$ cat config.mk
export PLATFORM = sky130hd
export DESIGN_NAME = lsu_mem_port
export DESIGN_NICKNAME = d
export VERILOG_FILES = /design/src/rtl/lsu_mem_port.sv
export SDC_FILE = /design/constraint.sdc
export NUM_CORES = 1
export LEC_CHECK = 0
export CORE_UTILIZATION = 30
export DETAILED_ROUTE_END_ITERATION = 12
export GPL_TIMING_DRIVEN = 0
export MAX_ROUTING_LAYER = met4
export PLACE_DENSITY = 0.62
export SLEW_MARGIN = 20
export SYNTH_ARGS = -nofsm -noshare
export SYNTH_HDL_FRONTEND = slang
export SYNTH_SLANG_ARGS = --single-unit
export TNS_END_PERCENT = 50
$ cat constraint.sdc
create_clock -name clk_i -period 13.46 [get_ports clk_i]
set_clock_uncertainty 0.05 [all_clocks]
set_input_delay 2.692 -clock clk_i [delete_from_list [all_inputs] [get_ports clk_i]]
set_output_delay 2.692 -clock clk_i [all_outputs]
set_load 0.005 [all_outputs]
$ cat src/rtl/lsu_mem_port.sv
// rtl/lsu_mem_port.sv - single-outstanding load/store port driving a byte-addressed data memory
// Sub-word stores are done as read-modify-write; loads return sign/zero-extended data.
module lsu_mem_port #(
  parameter int TAG_W    = 4,
  parameter int MEM_SIZE = 256
) (
  input  logic             clk_i,
  input  logic             reset_i,
  input  logic             req_valid_i,
  output logic             req_ready_o,
  input  logic             req_store_i,
  input  logic [2:0]       req_funct3_i,
  input  logic [31:0]      req_addr_i,
  input  logic [31:0]      req_wdata_i,
  input  logic [TAG_W-1:0] req_tag_i,
  output logic             resp_valid_o,
  input  logic             resp_ready_i,
  output logic [TAG_W-1:0] resp_tag_o,
  output logic [31:0]      resp_data_o,
  output logic             resp_err_o,
  output logic             mem_wr_en_o,
  output logic [31:0]      mem_addr_o,
  output logic [31:0]      mem_data_o,
  input  logic [31:0]      mem_data_i
);

  typedef enum logic [2:0] {IDLE, LOAD, RMW_RD, WRITE, RESP} state_t;

  localparam logic [32:0] ADDR_LIM = 33'(MEM_SIZE);

  state_t            state_q, state_d;
  logic [2:0]        f3_q;
  logic [31:0]       addr_q;
  logic [31:0]       wdata_q;
  logic [31:8]       old_q;
  logic [31:0]       data_q;
  logic [TAG_W-1:0]  tag_q;
  logic              err_q;
  logic              accept;
  logic              f3_ok;
  logic              addr_ok;
  logic              req_ok;
  logic [31:0]       load_ext;

  assign req_ready_o = (state_q == IDLE) && !reset_i;
  assign accept      = req_valid_i && req_ready_o;

  // BU/HU encodings only make sense for loads
  always_comb begin
    f3_ok = 1'b0;
    case (req_funct3_i)
      3'b000, 3'b001, 3'b010: f3_ok = 1'b1;
      3'b100, 3'b101:         f3_ok = !req_store_i;
      default:                f3_ok = 1'b0;
    endcase
  end

  assign addr_ok = (({1'b0, req_addr_i} + 33'd3) < ADDR_LIM);
  assign req_ok  = f3_ok && addr_ok;

  always_ff @(posedge clk_i or posedge reset_i) begin
    if (reset_i) state_q <= IDLE;
    else         state_q <= state_d;
  end

  always_comb begin
    state_d = state_q;
    case (state_q)
      IDLE: begin
        if (accept) begin
          if (!req_ok)                     state_d = RESP;
          else if (!req_store_i)           state_d = LOAD;
          else if (req_funct3_i == 3'b010) state_d = WRITE;
          else                             state_d = RMW_RD;
        end
      end
      LOAD:    state_d = RESP;
      RMW_RD:  state_d = WRITE;
      WRITE:   state_d = RESP;
      RESP:    if (resp_ready_i) state_d = IDLE;
      default: state_d = IDLE;
    endcase
  end

  always_comb begin
    load_ext = mem_data_i;
    case (f3_q)
      3'b000:  load_ext = {{24{mem_data_i[7]}}, mem_data_i[7:0]};
      3'b001:  load_ext = {{16{mem_data_i[15]}}, mem_data_i[15:0]};
      3'b100:  load_ext = {24'h0, mem_data_i[7:0]};
      3'b101:  load_ext = {16'h0, mem_data_i[15:0]};
      default: load_ext = mem_data_i;
    endcase
  end

  always_ff @(posedge clk_i or posedge reset_i) begin
    if (reset_i) begin
      f3_q    <= '0;
      addr_q  <= '0;
      wdata_q <= '0;
      old_q   <= '0;
      data_q  <= '0;
      tag_q   <= '0;
      err_q   <= 1'b0;
    end else begin
      if (accept) begin
        f3_q    <= req_funct3_i;
        addr_q  <= req_addr_i;
        wdata_q <= req_wdata_i;
        tag_q   <= req_tag_i;
        err_q   <= !req_ok;
        data_q  <= '0;
      end
      if (state_q == LOAD)   data_q <= load_ext;
      if (state_q == RMW_RD) old_q  <= mem_data_i[31:8];
    end
  end

  assign resp_valid_o = (state_q == RESP);
  assign resp_tag_o   = tag_q;
  assign resp_data_o  = data_q;
  assign resp_err_o   = err_q;

  // Memory is only addressed while an access is actually in progress
  always_comb begin
    mem_wr_en_o = 1'b0;
    mem_addr_o  = '0;
    mem_data_o  = '0;
    case (state_q)
      LOAD, RMW_RD: mem_addr_o = addr_q;
      WRITE: begin
        mem_wr_en_o = 1'b1;
        mem_addr_o  = addr_q;
        case (f3_q)
          3'b000:  mem_data_o = {old_q[31:8], wdata_q[7:0]};
          3'b001:  mem_data_o = {old_q[31:16], wdata_q[15:0]};
          default: mem_data_o = wdata_q;
        endcase
      end
      default: ;
    endcase
  end

endmodule

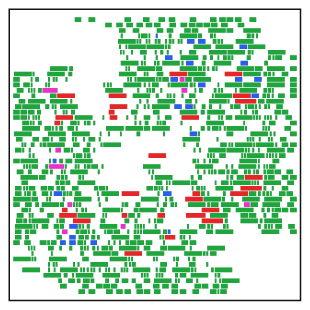
(run_1/sizes.png)
Drawn at 2 px/um.
| colour | size | cells | share |
|---|---|---|---|
| red | _6 and larger | 29 | 3.0% |
| magenta | _3 and _4 cells | 9 | 0.94% |
| green | _0 and _1 cells | 892 | 94% |
| blue | _2 cells | 24 | 2.5% |

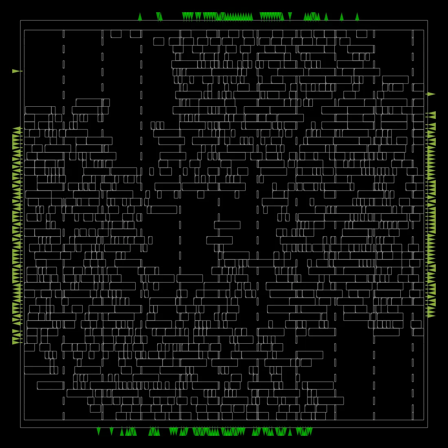
(run_1/placement.png)
num rows: 51
# fillers: 1922
fraction of area in registers: 35.5%

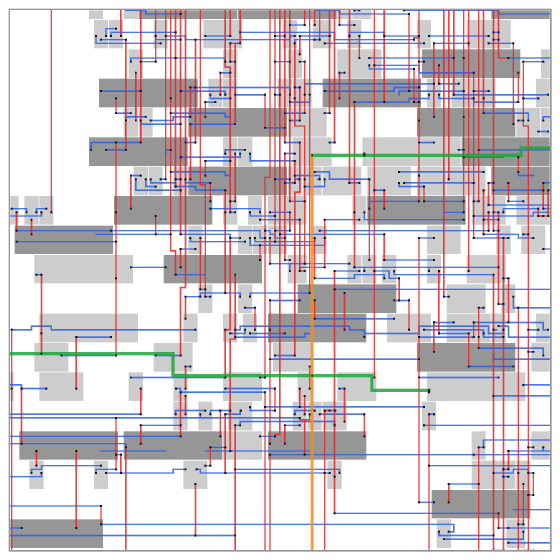
(run_1/detail.png)
Region (47, 76) to (97, 126) um. Cells in grey, sequential cells in the stronger grey; small squares are vias.
| colour | layer |
|---|---|
| red | metal 2 |
| blue | metal 1 |
| green | metal 3 |
| orange | metal 4 |
sequential cells in the window: 21
most frequent: nand2_1 (50), dfrtp_1 (21), clkdlybuf4s50_1 (13)
cells with their middle in the window: 124
netlist names of flops here include: `wdata_q` (12), `old_q` (8)

==> flow_summary.yaml, run 1 <==
# flow metrics
layout:
  n_clock_buffer: 17
  drive_gt1_share_pct: 6.50
  design.seq.count: 131
  fin_util_pct: 46.8
  clkCellAreaFrac_pct: 6.74
  logic_gates: 534
  seq_area_sq_um: 3280
  n_all_buffers: 251
  largestClassByArea: "flip-flops and latches"
  combGateArea_sq_um: 2670
  diodes: 0
  final-nonclk-buf-share_pct: 24.9
  finalNetCount: 1049
  lay_top_count: "nand2_1"
  post-route-cell-area_sq_um: 9230
  n_all_inverters: 6
pwr:
  p_seq_uw: 457
  combPwrFrac_pct: 13.5
  switchingPower_uw: 299
  seq_power_share_pct: 41.7
  power_density_nw_per_um2: 119
  top_power_group: "clock"
  ir_drop_mv: 0.0846
critical_path:
  reg2reg_depth: 7
  crit_path_start_kind: "primary input"
  worstReg2RegEnd: "resp_data_o[9]"
  end_kind: "output pin"
  critPathRequiredTime_ns: 10.72
  critPathSlowestCell: "clkdlybuf4s50_1"
  arrival_ns: 4.20
  crit_type: "primary input to output pin"
  cp_top_family: "buffers and inverters"
  critPathCapture: "req_ready_o"
  path_common_cell: "clkdlybuf4s50_1"
  r2r_start: "f3_q[0]"
sta:
  rsz0062_at_grt: "no"
  setup_tns_ns: 0
  post-route-period-util_pct: 51.6
  fin_crit_ns: 6.95
  finalSetupViolCount: 0
  whs_ns: 0.415
  slew_viol_final: 0
placement:
  dp.cells: 1187
  dp_hpwl_mm: 13.8
  port_buffers: 211
  dpl-instance-area_sq_um: 8600
flow_run:
  tool_warnings: 26
  cap_violations: 0
cts:
  cts_tree: "yes"
  clk_pin_slew_worst_paths_ns: 0.06
  post_cts_buffers: 0
  htree_levels: 4
  cts_root_buf: "clkbuf_16"
  cts_resized: 0
  hold_buffers: 0
grt:
  track_usage_pct: 19.2
  antenna_found_initial: 0
  grt_max_degree: 80
synth:
  syn_area_per_cell_sq_um: 8.63
  ys_cells: 710
  ys_ff: 131
  synth_warnings: 0
  synthCells: 710
  syn_nets: 818
  edf_count: 0
  ys_seq_share_pct: 53.5
  netlist_logic_family_top: "simple AND/OR/NAND/NOR gates"
  synth_area_sq_um: 6120
worst_hold_path:
  min_from: "wdata_q[1]"
  worst_hold_path_type: "register to register"
route:
  via_count: 5542
  viasPerCell: 4.55
  drtIter0Drc: 211
  drc: 0
die:
  dieHeight_um: 145
  dieArea_sq_um: 21000
  die_x_um: 145
  initial_utilization_pct: 31.1
  core_area_sq_um: 19700
run_status:
  status: "finished, final reports clean"
[run 1: registers in the layout (all words and copies together), names as in the netlist]
register and flops:
addr_q 32, f3_q 3, old_q 24, resp_data_o 32
resp_err_o 1, resp_tag_o 4, state_q 3, wdata_q 32
[run 1: Yosys cell counts, types with 3 or more instances]
library cell / number
nand3_1: 15
mux2_1: 10
nor2b_1: 18
clkbuf_1: 37
a21oi_1: 40
dfrtp_1: 131
mux2_2: 14
o21ai_0: 3
o21ai_1: 28
mux2i_1: 3
inv_1: 5
and2_1: 35
nor2_1: 11
and3_1: 11
nor3_1: 3
nand4_1: 6
nand2_1: 305
[run 1: routing by layer]
metal	vias to the layer above	GRT usage, %	share of wire (%)
li1	2778	-	-
met1	2606	23.7	44
met2	146	30.7	48
met3	12	5.86	6.8
met4	0	4.65	0.79
met5	-	-	0
==> run_1/metal_density.png <==
Drawn at 2 px/um. The die is cut into 29 by 29 equal tiles; dark purple is low, yellow is high, scaled to the fullest tile. Values are wire area over tile area, all layers added.
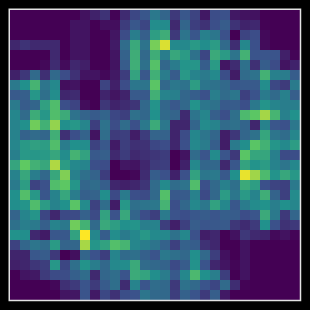

==> run 1 -> run 2 <==
- PLACE_DENSITY: 0.62 -> 0.64
- clock period: 13.46 -> 5.7 ns (I/O delays scaled with it)
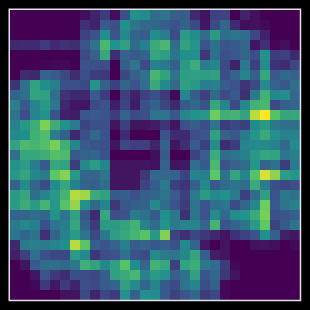
(run_2/metal_density.png)
Drawn at 2 px/um. The die is cut into 29 by 29 equal tiles; dark purple is low, yellow is high, scaled to the fullest tile. Values are wire area over tile area, all layers added.
fullest tile: 0.46
nearly empty tiles: 13%
tiles over half the peak: 18%
mean over tiles: 0.14

==> run 2 against run 1 <==
Compared with the run above:
- non-clock buffer count unchanged
- utilization decreased by 0.12 points
- cell count unchanged
- synthesized cell count unchanged
- worst hold slack about the same
- setup slack got worse by 4.9 ns
- critical endpoint is now mem_data_o[15]
- clock-buffer cell count unchanged
- sequential share of layout area increased by 0.092 points
- critical path type is now register to output pin
- die size unchanged
- sequential power increased by 140%
==> flow_summary.yaml, run 2 <==
# flow metrics
critical_path:
  crit_buf_inv: 3
  r2r_start: "state_q[0]"
  cp_top_family: "buffers and inverters"
  path_common_cell: "clkbuf_1"
  worstReg2RegEnd: "resp_data_o[8]"
  cpPeakStageDelay_ns: 0.54
  end_kind: "output pin"
  crit_path_start_kind: "register"
  critPathCapture: "mem_data_o[15]"
  critPathRequiredTime_ns: 4.51
  crit_type: "register to output pin"
  critPathSlowestCell: "clkdlybuf4s50_1"
  path_cells: "nor2b_1 > clkbuf_1 > nand2_1 > clkbuf_1 > a21oi_1 > clkdlybuf4s50_1"
  arrival_ns: 2.91
  worstSetupStartpoint: "state_q[2]"
  ff2ff_setup_slack_ns: 3.55
  reg2reg_depth: 7
  crit_cells: 6
  worstPathMaxFanout: 10
pwr:
  pg_comb_uw: 347
  seq_power_share_pct: 42.4
  combPwrFrac_pct: 13.6
  pg_clk_mw: 1.12
  p_leak_nw: 4.18
  power_mw: 2.55
  p_seq_mw: 1.08
  p_int_mw: 1.84
  power_density_nw_per_um2: 277
  top_power_group: "clock"
  ir_drop_mv: 0.189
  clkPwrFrac_pct: 44.0
  swShare_pct: 27.7
  switchingPower_uw: 705
die:
  initial_utilization_pct: 31.1
  row_count: 51
  dieArea_sq_um: 21000
  core_area_sq_um: 19700
  die_x_um: 145
  pin_count: 212
  dieHeight_um: 145
sta:
  fmax_ghz: 0.244
  post-route-period-util_pct: 72.0
  max_slew_margin_pct: 54.4
  worst_pin_slew_ns: 0.682
  finalSetupViolCount: 0
  slew_viol_final: 0
  rsz0062_at_grt: "no"
  setup_ws_ns: 1.60
  fin_crit_ns: 4.10
  finalHoldViolations: 0
route:
  via_count: 5527
  drc: 0
  drtIter0Drc: 176
  dr_wl_met2_mm: 8.74
  drt-wirelength-per-cell_um: 15.3
  antenna_left: 0
  dr_wl_met3_mm: 1.20
  drtPass1Iterations: 4
  wl_mm: 18.7
  viasPerCell: 4.53
  highest_layer: "met4"
  drt-met1-wl_mm: 8.59
synth:
  ys_sh_simple_pct: 30.6
  syn_nets: 818
  synthCells: 710
  flop_cell: "dfrtp_1"
  top_area_cell: "dfrtp_1"
  ys_sh_mux_pct: 4.90
  ys_ff: 131
  xor_area_share_pct: 0.429
  edf_count: 0
  syn_area_per_cell_sq_um: 8.63
  netlist_top_cells_count: "305 x nand2_1, 131 x dfrtp_1, 40 x a21oi_1"
  synth_chip_area_sq_um: 6120
  most_common_cell: "nand2_1"
  synth_cell_type_count: 44
  synth_area_sq_um: 6120
  netlist_logic_family_top: "simple AND/OR/NAND/NOR gates"
  ys_async_sr_fraction_pct: 100
  synth_adder_area_share_pct: 0
  top_area_share_pct: 53.5
  synthAoiAreaFrac_pct: 7.62
  ys_cells: 710
  yosys-top-cells-area: "dfrtp_1 54%, nand2_1 19%, and2_1 3.6%, a21oi_1 3.3%, mux2_2 2.6%"
  synth_warnings: 0
  ys_seq_share_pct: 53.5
placement:
  dpl-instance-area_sq_um: 8600
  pre_cts_ws_ns: 1.91
  gp_congestion: 0.820
  port_buffers: 211
  dp_hpwl_mm: 13.7
worst_hold_path:
  hold-path-endpoint: "addr_q[26]"
  worst_hold_path_type: "register to register"
  min_from: "addr_q[26]"
  hold_depth: 2
cts:
  clock_sinks: 131
  insertion_delay_ns: 0.41
  htree_levels: 4
  post_cts_buffers: 0
  clockBufferDepth: 2
  hold_buffers: 0
  cts_root_buf: "clkbuf_16"
  cts_resized: 0
  cts_tree: "yes"
  clk_pin_slew_worst_paths_ns: 0.07
  cts_made_buffers: 17
layout:
  lay_top_count: "nand2_1"
  finalNetCount: 1049
  drive_gt1_share_pct: 6.50
  areaGrowthSynthToFinish_pct: 50.2
  post-route-cell-area_sq_um: 9200
  combGateArea_sq_um: 2670
  seq_area_sq_um: 3280
  diodes: 0
  final_cell_mix: "305 x nand2_1, 211 x clkdlybuf4s50_1, 131 x dfrtp_1"
  fill_cells: 1895
grt:
  grt_pass1_wl_mm: 29.4
  antenna_found_initial: 0
  gr-total-overflow: 0
  grt_max_degree: 95
  grt_pass1_vias: 5601
  track_usage_pct: 19.1
flow_run:
  cap_violations: 0
  tool_warnings: 26
run_status:
  status: "finished, final reports clean"
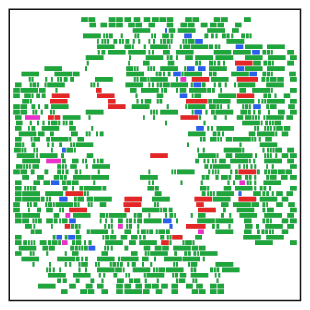
(run_2/sizes.png)
Drawn at 2 px/um.
| colour | size | cells | share |
|---|---|---|---|
| blue | _2 cells | 25 | 2.6% |
| green | _0 and _1 cells | 892 | 94% |
| red | _6 and larger | 29 | 3.0% |
| magenta | _3 and _4 cells | 8 | 0.84% |

## run 2: cell type report
class,count,area share (%)
sequential,131,35.6
multi-input combinational,534,29.0
timing repair buffer,212,23.3
clock buffer,17,4.62
tap,265,3.60
clock inverter,15,1.88
buffer,39,1.73
inverter,6,0.326
## run 2: through the flow
step | hold WS (ns) | setup TNS, ns | utilization [%] | cells
floorplan | 0.387 | 0 | - | 710
global placement | 0.400 | -156.53 | 43.5 | 1186
detailed placement | 0.404 | 0 | 43.6 | 1187
CTS | 0.419 | 0 | 46.7 | 1219
global route | 0.431 | 0 | 46.7 | 1219
finish | 0.415 | 0 | 46.7 | 1219
## run 2: metal layers
layer,vias to the layer above,GRT usage [%]
met1,2597,23.8
met3,10,5.59
li1,2765,-
met5,-,-
met2,155,30.5
met4,0,4.71
==> run_2/detail.png <==
Region (47, 76) to (97, 126) um. Cells in grey, sequential cells in the stronger grey; small squares are vias.
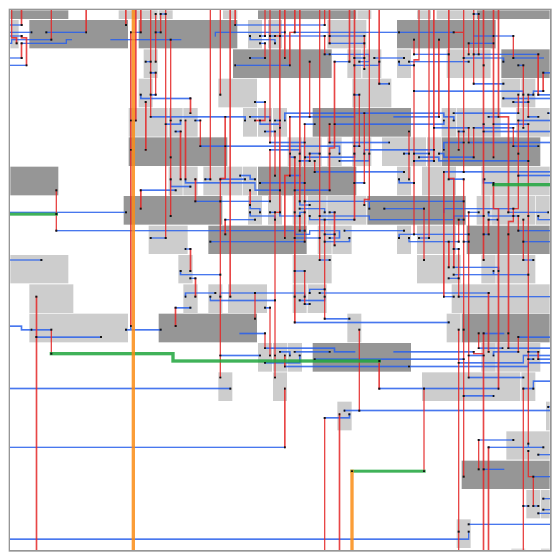

==> run 2 -> run 3 <==
- PLACE_DENSITY: 0.64 -> 0.62
- clock period: 5.7 -> 4.2 ns (I/O delays scaled with it)
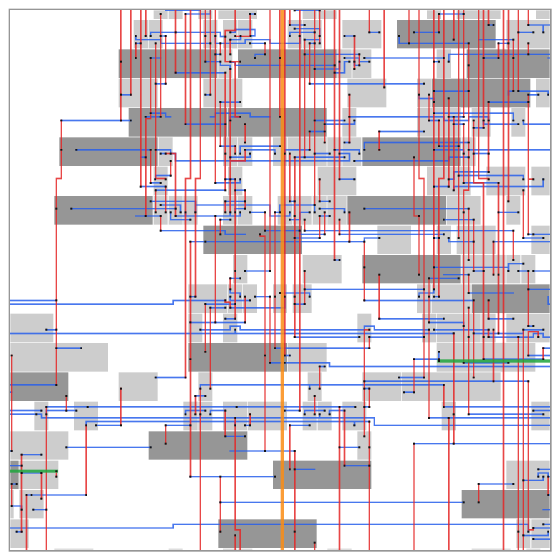
(run_3/detail.png)
Region (47, 76) to (97, 126) um. Cells in grey, sequential cells in the stronger grey; small squares are vias.
| colour | layer |
|---|---|
| blue | metal 1 |
| red | metal 2 |
| green | metal 3 |
| orange | metal 4 |
netlist names of flops here include: `wdata_q` (12), `old_q` (8)
most frequent: nand2_1 (43), dfrtp_1 (20), clkdlybuf4s50_1 (16)
sequential cells in the window: 20
cells with their middle in the window: 117

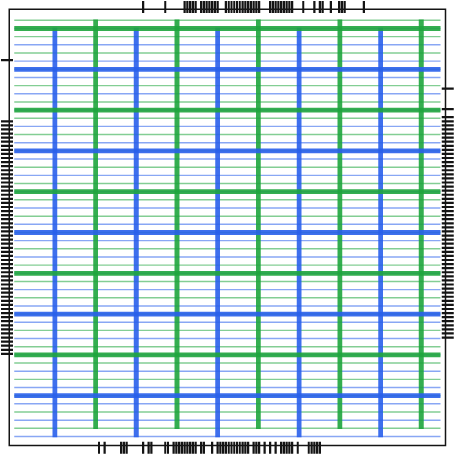
(run_3/power_grid.png)
Drawn at 3 px/um. Pins as bars on the die edge.
| colour | net |
|---|---|
| blue | VSS |
| green | VDD |
signal pins: 212
met1 rails: 52
met4 straps: 10

==> run 3 against run 2 <==
Compared with the run above:
- non-clock buffer count is 3 higher
- register-to-register slack lost 1.5 ns
- synthesized area did not move
- die size unchanged
- clock-buffer cell count stayed put
- critical path depth did not move
- synthesized cell count is the same
- first-iteration DRC count increased by 7.4%
- cell area is 0.48% higher
==> flow_summary.yaml, run 3 <==
# flow metrics
run_status:
  status: "finished, final reports clean"
sta:
  post-route-period-util_pct: 88.4
  setup_tns_ns: 0
  fin_crit_ns: 3.71
  finalSetupViolCount: 0
  worst_pin_slew_ns: 0.682
  slew_viol_final: 0
  fmax_ghz: 0.269
  max_slew_margin_pct: 54.3
  whs_ns: 0.415
  finalHoldViolations: 0
worst_hold_path:
  hold_depth: 2
  worst_hold_path_type: "register to register"
  min_from: "wdata_q[6]"
synth:
  top_area_share_pct: 53.5
  synth_chip_area_sq_um: 6120
  netlist_logic_family_top: "simple AND/OR/NAND/NOR gates"
  ys_sh_mux_pct: 4.90
  syn_nets: 818
  synth_warnings: 0
  yosys-top-cells-area: "dfrtp_1 54%, nand2_1 19%, and2_1 3.6%, a21oi_1 3.3%, mux2_2 2.6%"
  ys_seq_share_pct: 53.5
  synth_area_sq_um: 6120
  xor_area_share_pct: 0.429
  synth_adder_area_share_pct: 0
  ys_cells: 710
  ys_sh_simple_pct: 30.6
  ys_ff: 131
route:
  dr_wl_met3_mm: 1.32
  drtPass1Iterations: 5
  wl_mm: 18.8
  via_count: 5552
  viasPerCell: 4.54
  dr_wl_met2_mm: 8.73
  drtIter0Drc: 189
critical_path:
  critPathRequiredTime_ns: 3.31
  critPathSlowestCell: "clkdlybuf4s50_1"
  arrival_ns: 2.82
  worstPathMaxFanout: 10
  path_cells: "nor2b_1 > clkbuf_1 > nand2_1 > clkbuf_1 > a21oi_1 > clkdlybuf4s50_1"
  worstSetupStartpoint: "state_q[2]"
  reg2reg_depth: 7
  crit_type: "register to output pin"
  ff2ff_setup_slack_ns: 2.01
  cpPeakStageDelay_ns: 0.54
  cp_top_family: "buffers and inverters"
  critPathCapture: "mem_data_o[15]"
  path_common_cell: "clkbuf_1"
  end_kind: "output pin"
cts:
  cts_resized: 0
  htree_levels: 4
  insertion_delay_ns: 0.42
  hold_buffers: 0
  clk_pin_slew_worst_paths_ns: 0.06
  cts_root_buf: "clkbuf_16"
  cts_made_buffers: 17
flow_run:
  tool_warnings: 26
  cap_violations: 0
placement:
  dpl-instance-area_sq_um: 8660
  pre_cts_ws_ns: 0.893
  dp_hpwl_mm: 14.2
  dp.cells: 1190
grt:
  use_met3_pct: 5.46
  grt_max_degree: 34
  grt_pass1_vias: 5589
  grt_util_met1_pct: 23.8
layout:
  final_cells: 1223
  fill_cells: 1912
  lay_top_count: "nand2_1"
  post-route-cell-area_sq_um: 9250
die:
  dieHeight_um: 145
  dieArea_sq_um: 21000
  pin_count: 212
  core_area_sq_um: 19700
pwr:
  ir_drop_mv: 0.282
  power_density_nw_per_um2: 368
  p_leak_nw: 4.20
[run 3: cell type report]
class | instances | area (sq um) | share of cell area [%]
clock buffers | 17 | 425 | 4.60
flip-flops and latches | 131 | 3280 | 35.5
well taps | 265 | 332 | 3.59
inverters | 6 | 26.3 | 0.284
repair buffers | 215 | 2200 | 23.8
clock inverters | 15 | 158 | 1.71
diodes | 1 | 2.50 | 0.0271
plain buffers | 39 | 159 | 1.72
multi-input cells | 534 | 2670 | 28.8
[run 3: where the power goes]
group | total (mW) | internal [mW] | switching, mW
logic | 0.478 | 0.219 | 0.259
registers | 1.47 | 1.39 | 0.0749
clock network | 1.46 | 0.795 | 0.663
total | 3.40 | 2.41 | 0.996
Power and IR drop assume default switching activity.
